==> config.mk <==
export PLATFORM = sky130hd
export DESIGN_NAME = afifo_rd_downsizer
export DESIGN_NICKNAME = d
export VERILOG_FILES = /design/src/rtl/afifo_rd_downsizer.sv
export SDC_FILE = /design/constraint.sdc
export NUM_CORES = 1
export LEC_CHECK = 0
export CELL_PAD_IN_SITES_DETAIL_PLACEMENT = 1
export CELL_PAD_IN_SITES_GLOBAL_PLACEMENT = 2
export CORE_MARGIN = 3
export CORE_UTILIZATION = 37
export CTS_CLUSTER_SIZE = 40
export DETAILED_ROUTE_END_ITERATION = 6
export DONT_BUFFER_PORTS = 1
export GPL_TIMING_DRIVEN = 0
export HOLD_SLACK_MARGIN = 0.12
export PLACE_DENSITY = 0.8
export SETUP_SLACK_MARGIN = 0.2
export SYNTH_ARGS = -nofsm -noshare
export SYNTH_HDL_FRONTEND = slang
export SYNTH_SLANG_ARGS = --single-unit
==> constraint.sdc <==
create_clock -name rclk -period 1.8 [get_ports rclk]
set_input_delay 0.36 -clock rclk [delete_from_list [all_inputs] [get_ports rclk]]
set_output_delay 0.36 -clock rclk [all_outputs]
set_load 0.03 [all_outputs]
==> src/rtl/afifo_rd_downsizer.sv <==
// Pops FWFT words from the dual-clock FIFO read port and serializes each into C_RATIO beats.
// Optional accepted-beat counter enabled by defining AFIFO_RD_DOWNSIZER_BEAT_COUNT_EN.
module afifo_rd_downsizer #(
    parameter int C_DATA_WIDTH = 64,
    parameter int C_RATIO      = 4
) (
    input  logic                            rclk,
    input  logic                            rrstn,
    input  logic [C_RATIO*C_DATA_WIDTH:0]   fifo_rdata,
    input  logic                            fifo_rempty,
    output logic                            fifo_rden,
    output logic                            m_valid,
    input  logic                            m_ready,
    output logic [C_DATA_WIDTH-1:0]         m_data,
    output logic                            m_last,
    output logic [31:0]                     beat_count
);

    localparam int WORD_W = C_RATIO * C_DATA_WIDTH;
    localparam int IDX_W  = (C_RATIO > 1) ? $clog2(C_RATIO) : 1;
    localparam logic [IDX_W-1:0] LAST_IDX = IDX_W'(C_RATIO - 1);

    typedef enum logic {
        ST_EMPTY = 1'b0,
        ST_HOLD  = 1'b1
    } state_t;

    state_t              state_q, state_d;
    logic [IDX_W-1:0]    idx_q, idx_d;
    logic [WORD_W-1:0]   word_q, word_d;
    logic                last_q, last_d;
    logic                held;
    logic                drain;
    logic [C_DATA_WIDTH-1:0] beat_sel;

    // A new word may be popped only when the held word is gone or leaves this cycle.
    always_comb begin
        held      = (state_q == ST_HOLD);
        drain     = held & m_ready & (idx_q == LAST_IDX);
        fifo_rden = ~fifo_rempty & (~held | drain);

        state_d = state_q;
        idx_d   = idx_q;
        word_d  = word_q;
        last_d  = last_q;

        if (fifo_rden) begin
            word_d  = fifo_rdata[WORD_W-1:0];
            last_d  = fifo_rdata[WORD_W];
            state_d = ST_HOLD;
            idx_d   = '0;
        end else if (drain) begin
            state_d = ST_EMPTY;
            idx_d   = '0;
        end else if (held & m_ready) begin
            idx_d = idx_q + 1'b1;
        end
    end

    always_comb begin
        beat_sel = '0;
        for (int i = 0; i < C_RATIO; i++) begin
            if (idx_q == IDX_W'(i)) begin
                beat_sel = word_q[i*C_DATA_WIDTH +: C_DATA_WIDTH];
            end
        end
        m_valid = held;
        m_data  = beat_sel;
        m_last  = last_q & (idx_q == LAST_IDX);
    end

    always_ff @(posedge rclk or negedge rrstn) begin
        if (!rrstn) begin
            state_q <= ST_EMPTY;
            idx_q   <= '0;
            word_q  <= '0;
            last_q  <= 1'b0;
        end else begin
            state_q <= state_d;
            idx_q   <= idx_d;
            word_q  <= word_d;
            last_q  <= last_d;
        end
    end

`ifdef AFIFO_RD_DOWNSIZER_BEAT_COUNT_EN
    logic [31:0] count_q, count_d;

    // Saturating count of accepted beats.
    always_comb begin
        count_d = count_q;
        if (m_valid & m_ready & (count_q != 32'hFFFF_FFFF)) begin
            count_d = count_q + 32'd1;
        end
    end

    always_ff @(posedge rclk or negedge rrstn) begin
        if (!rrstn) begin
            count_q <= 32'h0;
        end else begin
            count_q <= count_d;
        end
    end

    assign beat_count = count_q;
`else
    assign beat_count = 32'h0;
`endif

endmodule

Figure 1. Clock distribution (run 1).
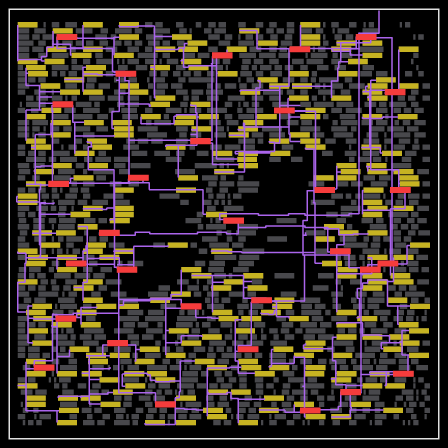
Yellow stands for flip-flops, count 260. Purple stands for clock wires, length 4,210 microns. Red stands for clock drivers, count 30.
There are 31 routed clock nets. Position of the flops: spread over the die.
clk_skew: 15.7 ps
relative contribution of the clock network to total power: 16.2%

Figure 2. Routing congestion (run 1).
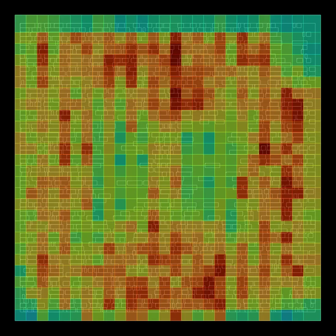
Global Route met1 Usage: 29.3%
routing usage on met2: 46.7%
global router's overall resource usage: 25.3%

Figure 3. Signal wires by layer (run 1).
The bar under the picture is 50 microns long.
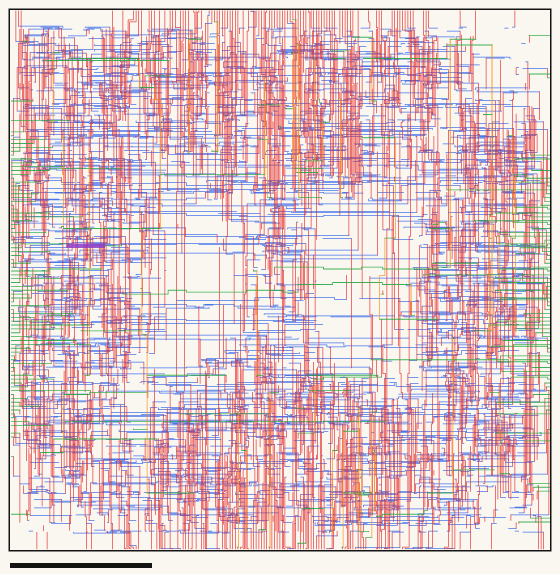
Green stands for metal 3, wire length 2,590 microns. Red stands for metal 2, wire length 28.4 mm. Orange stands for metal 4, wire length 1,580 microns. Purple stands for metal 5, wire length 12.0 microns. Blue stands for metal 1, wire length 19,900 microns.
DR WL/cell: 29.9 microns
drt total wl: 52.5 mm
vias after detailed routing: 9,370

Figure 4. Cell density map (run 1).
19 x 19 tiles, from dark blue (low) to red (high), 0 to 100% covered.
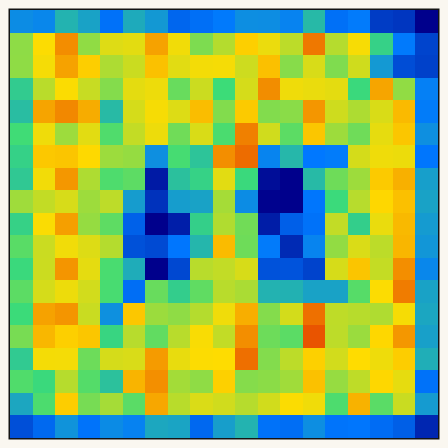
17% of the tiles are over 75% full. 1.7% of the tiles are nearly empty. The emptiest ninth of the die: center. The mean over all tiles is 55%.
area inside the core boundary: 0.0329 sq mm
core utilization of the finished layout: 62.5%

==> run 1: worst max-delay path, delay by kind of cell (launching register included) <==
kind | cells | cell delay [ps]
buffers and inverters | 3 | 550
flip-flops | 1 | 470
AND-OR/OR-AND | 2 | 450
adder cells (fa/ha/maj) | 1 | 190
==> run 1: routing by layer <==
| metal | global-route usage (%) | up-vias | share of wire [%] |
|---|---|---|---|
| li1 | - | 4021 | - |
| met1 | 29.3 | 4943 | 38 |
| met2 | 46.7 | 305 | 54 |
| met3 | 4.94 | 99 | 4.9 |
| met4 | 8.27 | 2 | 3.0 |
| met5 | 0 | - | 0.021 |
==> run 1: repair_timing <==
item,4_1_cts,5_1_grt
endpoints found under the setup margin,323,323
setup buffers,12,12
gates resized,143,78
cloned,5,39
hold endpoints to repair,520,260
pin swaps,30,55
==> run_results.csv, run 1 <==
group,metric,value,unit
sta,finalCritPeriodShare,144,%
finish,final_cell_mix,"259 x dlygate4sd3_1, 258 x dfrtp_1, 219 x mux2_4",
finish,final-clk-cell-share,5.18,%
power,post-layout-total-power,0.0415,W
global_routing,grt_start_max_net_pins,261,
worst_hold_path,holdCritPathClass,"input port to asynchronous set/reset pin",
sta,fin_worst_hold_slack,-515,ps
floorplanning,fp_util,38.1,%
power,power_clock,0.00671,W
finish,non_clock_buffer_area_share,26.0,%
route,vias_per_cell,5.33,
global_routing,grt_pass1_wl,69.8,mm
setup_path,crit_arrival,2240,ps
setup_path,cp-end-kind,"primary output",
outcome,run_status,"complete, but fails checks",
logic_synthesis,adder_share,0.399,%
logic_synthesis,yosys-top-cells-count,"260 x dfrtp_1, 200 x mux2_4, 65 x nand2_1",
sta,slew_viol_final,0,
sta,setup_total_negative_slack,-217210,ps
finish,final_net_count,1550,
power,net_switching_component_of_the_power,0.0171,W
flow_run,timing.max_cap.violations,0,
global_routing,antenna_violations_before_repair,9,
placement,place_ws,-549,ps
finish,largestClassByArea,"multi-input combinational cells",
finish,fillCellCount,2908,
logic_synthesis,ys_area,0.0125,sq mm
setup_path,timing.critical_path.required,1440,ps
cts,cts_root_buf,"clkbuf_16",
logic_synthesis,ys_dominant_reg_cell,"dfrtp_1",
logic_synthesis,synth_flops,260,
finish,drive_gt1_share,46.9,%
floorplanning,die-area,0.0362,sq mm
placement,dp.cells,1369,
finish,sequential_cell_area,0.00651,sq mm
logic_synthesis,synth_compound_gate_area_share,6.70,%
setup_path,endpoint_of_the_lowest_slack_register_to_register_path,"word_q[198]$_DFFE_PN0P_",
power,p_leak,8.50,nW
cts,tritoncts.num_buffers,30,
finish,comb_area_share,34.4,%
route,detail_route.first_pass.iterations,4,
floorplanning,placement_rows,66,
finish,seq_share,31.6,%
setup_path,critPathMaxStageDelay,470,ps
floorplanning,die_width,190,microns
route,drc,0,
power,power_density,2010,mW/mm^2
logic_synthesis,yosys.area_share.simple,6.22,%
power,sequential_power,0.0114,W
finish,syn_to_final_growth,64.1,%
placement,gpl.final_weighted_congestion,0.762,
setup_path,path_class,"flip-flop to primary output",
flow_run,warning_count,36,
sta,layout_setup_ws,-801,ps
sta,fmaxAchievable,0.384,GHz
finish,logic_area,0.00708,sq mm
setup_path,worst_setup_path_startpoint,"idx_q[0]$_DFFE_PN0P_",
power,ir_worst_vdd,0.971,mV
outcome,failed_checks,"negative hold slack, negative setup slack",
finish,top_register,"word_q",
setup_path,crit_path_slowest_cell,"dfrtp_2",
cts,cts-htree-levels,1,
setup_path,r2r_setup_slack,-730,ps
logic_synthesis,seq_area_frac_synth,51.9,%
finish,antenna_cells_inserted,8,
cts,cts_tree,"built",
power,power.switching_fraction,41.1,%
finish,nClkBuffers,43,
global_routing,grt_pass1_vias,10664,
finish,num-nonclk-buffers,427,
logic_synthesis,syn-cell-area,0.0125,sq mm
setup_path,critPathLaunchType,"flip-flop",
finish,final-instance-count-excl-fill,1758,
logic_synthesis,yosysTopAreaCell,"dfrtp_1",
setup_path,critical_path.cell_chain,"ha_4, buf_8, inv_6, clkbuf_8, o22ai_4, a31oi_4",
logic_synthesis,synthCells,896,
logic_synthesis,topCombFamilyByArea,"multiplexers",
cts,cts-root-to-sink-buffers,3,
cts,cts_stage_hold_buffer_count,259,
cts,clk_pin_slew_worst_paths,60,ps
setup_path,endpoint,"m_data[31]",
power,p_int,0.0244,W
logic_synthesis,avgSynthCellArea,14.0,sq um
logic_synthesis,synthTopCellsByArea,"dfrtp_1 52%, mux2_4 24%, nand3b_1 3.8%, mux2_2 3.4%, a31oi_1 3.2%",
finish,reg_top3,"word_q (256), idx_q (2)",
floorplanning,floorplan.tapcells,442,
logic_synthesis,async_flop_share,100,%
placement,dpl_cell_area,0.0146,sq mm
finish,mostFrequentLayoutCell,"dlygate4sd3_1",
finish,final_cell_area,0.0206,sq mm
sta,final_hold_viol_count,260,
sta,finalCriticalPeriod,2600,ps
logic_synthesis,enable_flop_cells,0,
floorplanning,vert_die_dim,190,microns
logic_synthesis,synth.area.mux_share,29.0,%
finish,non_clock_inverter_count,4,
sta,rsz0062_at_grt,"yes",
power,power.sequential.fraction,27.6,%
logic_synthesis,synthesis.yosys.warnings,0,
route,drt_first_iter_violations,334,
placement,placement.io_buffers,0,
finish,seq_cells,260,
floorplanning,io-pin-count,360,
power,comb-power,0.0233,W
setup_path,timing.rr.start,"idx_q[0]$_DFFE_PN0P_",
power,power_frac_comb,56.2,%
sta,final-setup-viol-count,323,
setup_path,path_max_fanout,10,
power,maxPowerGroup,"combinational logic",
placement,place_hpwl,26.6,mm
logic_synthesis,post_synth_num_cell_types,29,
logic_synthesis,synth_top_area_share,51.9,%
cts,clk-insertion-delay-late,580,ps
logic_synthesis,yosys.area_share.xor_xnor,0,%
logic_synthesis,yosysMostFrequentCell,"dfrtp_1",
setup_path,timing.reg2reg.worst_path_depth,13,
finish,largest_register_ffs,256,
global_routing,gr-total-overflow,0,
finish,num-multi-input-gates,562,
logic_synthesis,synth_stat.cells,896,
cts,cts.sinks,260,
route,ant_nets,0,
==> run 1 -> run 2 <==
--- a/config.mk
+++ b/config.mk
@@ -5,16 +5,17 @@
 export SDC_FILE = /design/constraint.sdc
 export NUM_CORES = 1
 export LEC_CHECK = 0
+export ABC_AREA = 1
 export CELL_PAD_IN_SITES_DETAIL_PLACEMENT = 1
 export CELL_PAD_IN_SITES_GLOBAL_PLACEMENT = 2
 export CORE_MARGIN = 3
-export CORE_UTILIZATION = 37
+export CORE_UTILIZATION = 31
 export CTS_CLUSTER_SIZE = 40
 export DETAILED_ROUTE_END_ITERATION = 6
 export DONT_BUFFER_PORTS = 1
 export GPL_TIMING_DRIVEN = 0
 export HOLD_SLACK_MARGIN = 0.12
-export PLACE_DENSITY = 0.8
+export PLACE_DENSITY = 0.81
 export SETUP_SLACK_MARGIN = 0.2
 export SYNTH_ARGS = -nofsm -noshare
 export SYNTH_HDL_FRONTEND = slang
Figure 5. Clock distribution (run 2).
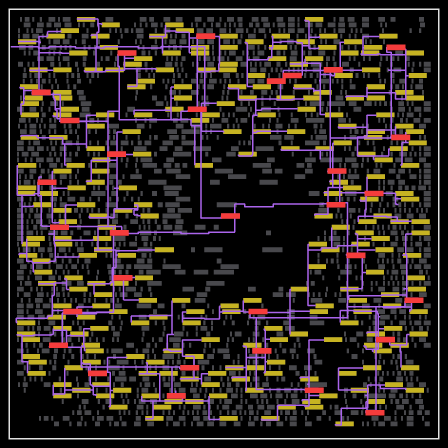
Red stands for clock drivers, count 31. Purple stands for clock wires, length 4,100 microns. Yellow stands for flip-flops, count 260.
Position of the flops: spread over the die. There are 32 routed clock nets.
relative contribution of the clock network to total power: 17.7%
Clock Latency Late Sink: 570 ps
clk_skew: 13.6 ps
Clock group: 0.00649 W

Figure 6. Cell density map (run 2).
21 x 21 tiles, from dark blue (low) to red (high), 0 to 100% covered.
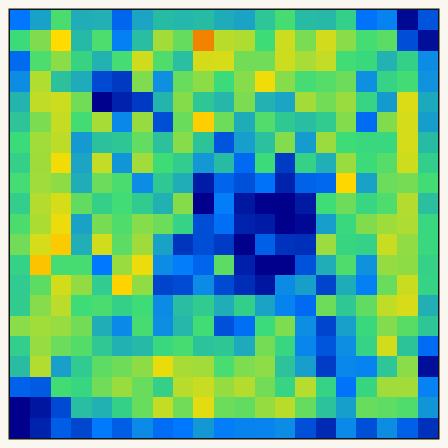
The densest ninth of the die: west. The fullest tile reaches 85%. 1.6% of the tiles are over 75% full. The mean over all tiles is 44%.
core utilization at floorplan: 31.5%
core utilization of the finished layout: 48.8%

==> run_results.csv, run 2 <==
group,metric,value,unit
outcome,run_status,"complete, but fails checks",
outcome,failed_checks,"negative hold slack, negative setup slack",
logic_synthesis,enable_flop_cells,0,
placement,dpl_cell_area,0.0143,sq mm
logic_synthesis,topCombFamilyByArea,"simple AND/OR/NAND/NOR gates",
logic_synthesis,yosys-top-cells-count,"1,013 x nand2_1, 260 x dfrtp_1, 105 x nor2_1",
setup_path,crit_path_slowest_cell,"dfrtp_2",
sta,final_hold_viol_count,260,
placement,gpl.final_weighted_congestion,0.791,
logic_synthesis,synth_stat.cells,1709,
logic_synthesis,async_flop_share,100,%
setup_path,timing.reg2reg.worst_path_depth,10,
global_routing,global_routing_s_busiest_layer,"met2",
placement,place_ws,-299,ps
global_routing,globalRouteMet2Util,42.9,%
placement,place_hpwl,34.1,mm
finish,seq_cells,260,
finish,final-instance-count-excl-fill,2612,
setup_path,path_class,"flip-flop to primary output",
route,detail_route.first_pass.iterations,4,
power,sequential_power,0.0102,W
setup_path,endpoint_of_the_lowest_slack_register_to_register_path,"word_q[210]$_DFFE_PN0P_",
sta,setup_total_negative_slack,-56920,ps
floorplanning,die_width,207,microns
logic_synthesis,ys_dominant_reg_cell,"dfrtp_1",
power,p_leak,9.82,nW
finish,top_register,"word_q",
setup_path,critPathLaunchType,"flip-flop",
setup_path,cp.depth,9,
finish,final_cell_area,0.0194,sq mm
logic_synthesis,synth.area.mux_share,0,%
finish,non_clock_buffer_area_share,24.1,%
power,maxPowerGroup,"combinational logic",
finish,syn_to_final_growth,54.8,%
global_routing,grt_pass1_vias,13875,
placement,placement.io_buffers,0,
setup_path,critical_path.cell_chain,"inv_4, ha_4, buf_12, buf_16, buf_6, nand2_2, nand2_1, nand3_2, a21oi_4",
global_routing,antenna_violations_before_repair,4,
power,p_int,0.0197,W
setup_path,critPathMaxStageDelay,460,ps
finish,largest_register_ffs,256,
cts,cts.sinks,260,
global_routing,grt_pass1_wl,82.2,mm
logic_synthesis,yosysMostFrequentCell,"nand2_1",
global_routing,globalRouteMet3Util,4.41,%
cts,cts_tree,"built",
global_routing,grt_start_max_net_pins,261,
cts,tritoncts.num_buffers,31,
logic_synthesis,syn-cell-area,0.0125,sq mm
sta,finalCriticalPeriod,2490,ps
floorplanning,placement_rows,73,
finish,final-clk-cell-share,5.35,%
cts,cts_root_buf,"clkbuf_16",
power,power_density,1880,mW/mm^2
cts,cts-htree-levels,1,
route,met2WireLength,27.5,mm
finish,logic_area,0.00639,sq mm
logic_synthesis,yosys.area_share.xor_xnor,0,%
finish,mostFrequentLayoutCell,"nand2_1",
flow_run,timing.max_cap.violations,0,
finish,sequential_cell_area,0.00651,sq mm
route,detailroute.wirelength.met3,2.24,mm
cts,cts-root-to-sink-buffers,3,
power,comb-power,0.0199,W
logic_synthesis,yosys.area_share.simple,36.3,%
finish,drive_gt1_share,21.9,%
sta,final-setup-viol-count,286,
logic_synthesis,synthTopCellsByArea,"dfrtp_1 52%, nand2_1 30%, a21oi_1 3.6%, nor2_1 3.1%, nand3_1 2.7%",
floorplanning,coreArea,0.0398,sq mm
finish,fillCellCount,4663,
power,power.switching_fraction,46.3,%
setup_path,cp-end-kind,"primary output",
power,power_frac_comb,54.5,%
power,ir_worst_vdd,0.930,mV
finish,seq_share,33.5,%
finish,final_cell_mix,"867 x nand2_1, 259 x dlygate4sd3_1, 259 x dfrtp_1",
logic_synthesis,yosysTopAreaCell,"dfrtp_1",
route,ant_nets,0,
finish,largestClassByArea,"flip-flops and latches",
finish,antenna_cells_inserted,4,
route,wire_per_inst,20.7,microns
setup_path,timing.rr.start,"idx_q[0]$_DFFE_PN0P_",
finish,reg_top3,"word_q (256), idx_q (2)",
power,post-layout-total-power,0.0366,W
setup_path,buf_inv_stages_crit_path,4,
route,drt_first_iter_violations,628,
worst_hold_path,holdCritPathClass,"input port to asynchronous set/reset pin",
logic_synthesis,synth_compound_gate_area_share,3.62,%
logic_synthesis,seq_area_frac_synth,51.9,%
cts,cts_stage_hold_buffer_count,259,
logic_synthesis,post_synth_num_cell_types,17,
floorplanning,floorplan.tapcells,525,
logic_synthesis,ys_area,0.0125,sq mm
finish,nClkBuffers,49,
route,vias_per_cell,4.75,
logic_synthesis,avgSynthCellArea,7.34,sq um
setup_path,path_max_fanout,4,
logic_synthesis,synthCells,1709,
sta,fmaxAchievable,0.402,GHz
global_routing,met1_usage,31.1,%
route,top_layer,"met4",
placement,dp.cells,2265,
route,drc,0,
sta,layout_setup_ws,-687,ps
logic_synthesis,adder_share,0.399,%
sta,rsz0062_at_grt,"yes",
cts,count_of_cells_resized_by_post_cts_repair,196,
logic_synthesis,synthesis.yosys.warnings,0,
setup_path,timing.critical_path.required,1440,ps
sta,fin_worst_hold_slack,-504,ps
floorplanning,vert_die_dim,207,microns
finish,num-multi-input-gates,1313,
floorplanning,io-pin-count,360,
logic_synthesis,synth_top_area_share,51.9,%
cts,clk_pin_slew_worst_paths,60,ps
finish,num-nonclk-buffers,423,
setup_path,crit_arrival,2130,ps
route,routed_wirelength,54.0,mm
sta,worst_relative_slew_slack,56.1,%
setup_path,critPathTopFamily,"flip-flops",
sta,finalCritPeriodShare,138,%
==> run 2: cell count changes in the layout (fill, tap and decap cells not counted), moves of 46 or more <==
cell and delta:
nand2_1 +802, mux2_4 -219, nand2_2 +100, nor2_1 +100
a31oi_4 -64, nand3b_1 -64, nand2_4 +46
==> run 2: worst max-delay path by stage <==
stage | from | to | slack (ps)
6_report | idx_q[0]$_DFFE_PN0P_ | m_data[8] | -690
5_1_grt | idx_q[0]$_DFFE_PN0P_ | m_data[38] | -770
4_1_cts | idx_q[1]$_DFFE_PN0P_ | m_data[8] | -720
3_5_place_dp | idx_q[0]$_DFFE_PN0P_ | word_q[182]$_DFFE_PN0P_ | -300
3_3_place_gp | idx_q[0]$_DFFE_PN0P_ | m_data[23] | -310
2_1_floorplan | idx_q[1]$_DFFE_PN0P_ | m_data[38] | 130
Power figures rest on the tool's default switching activity, not on a simulated workload.
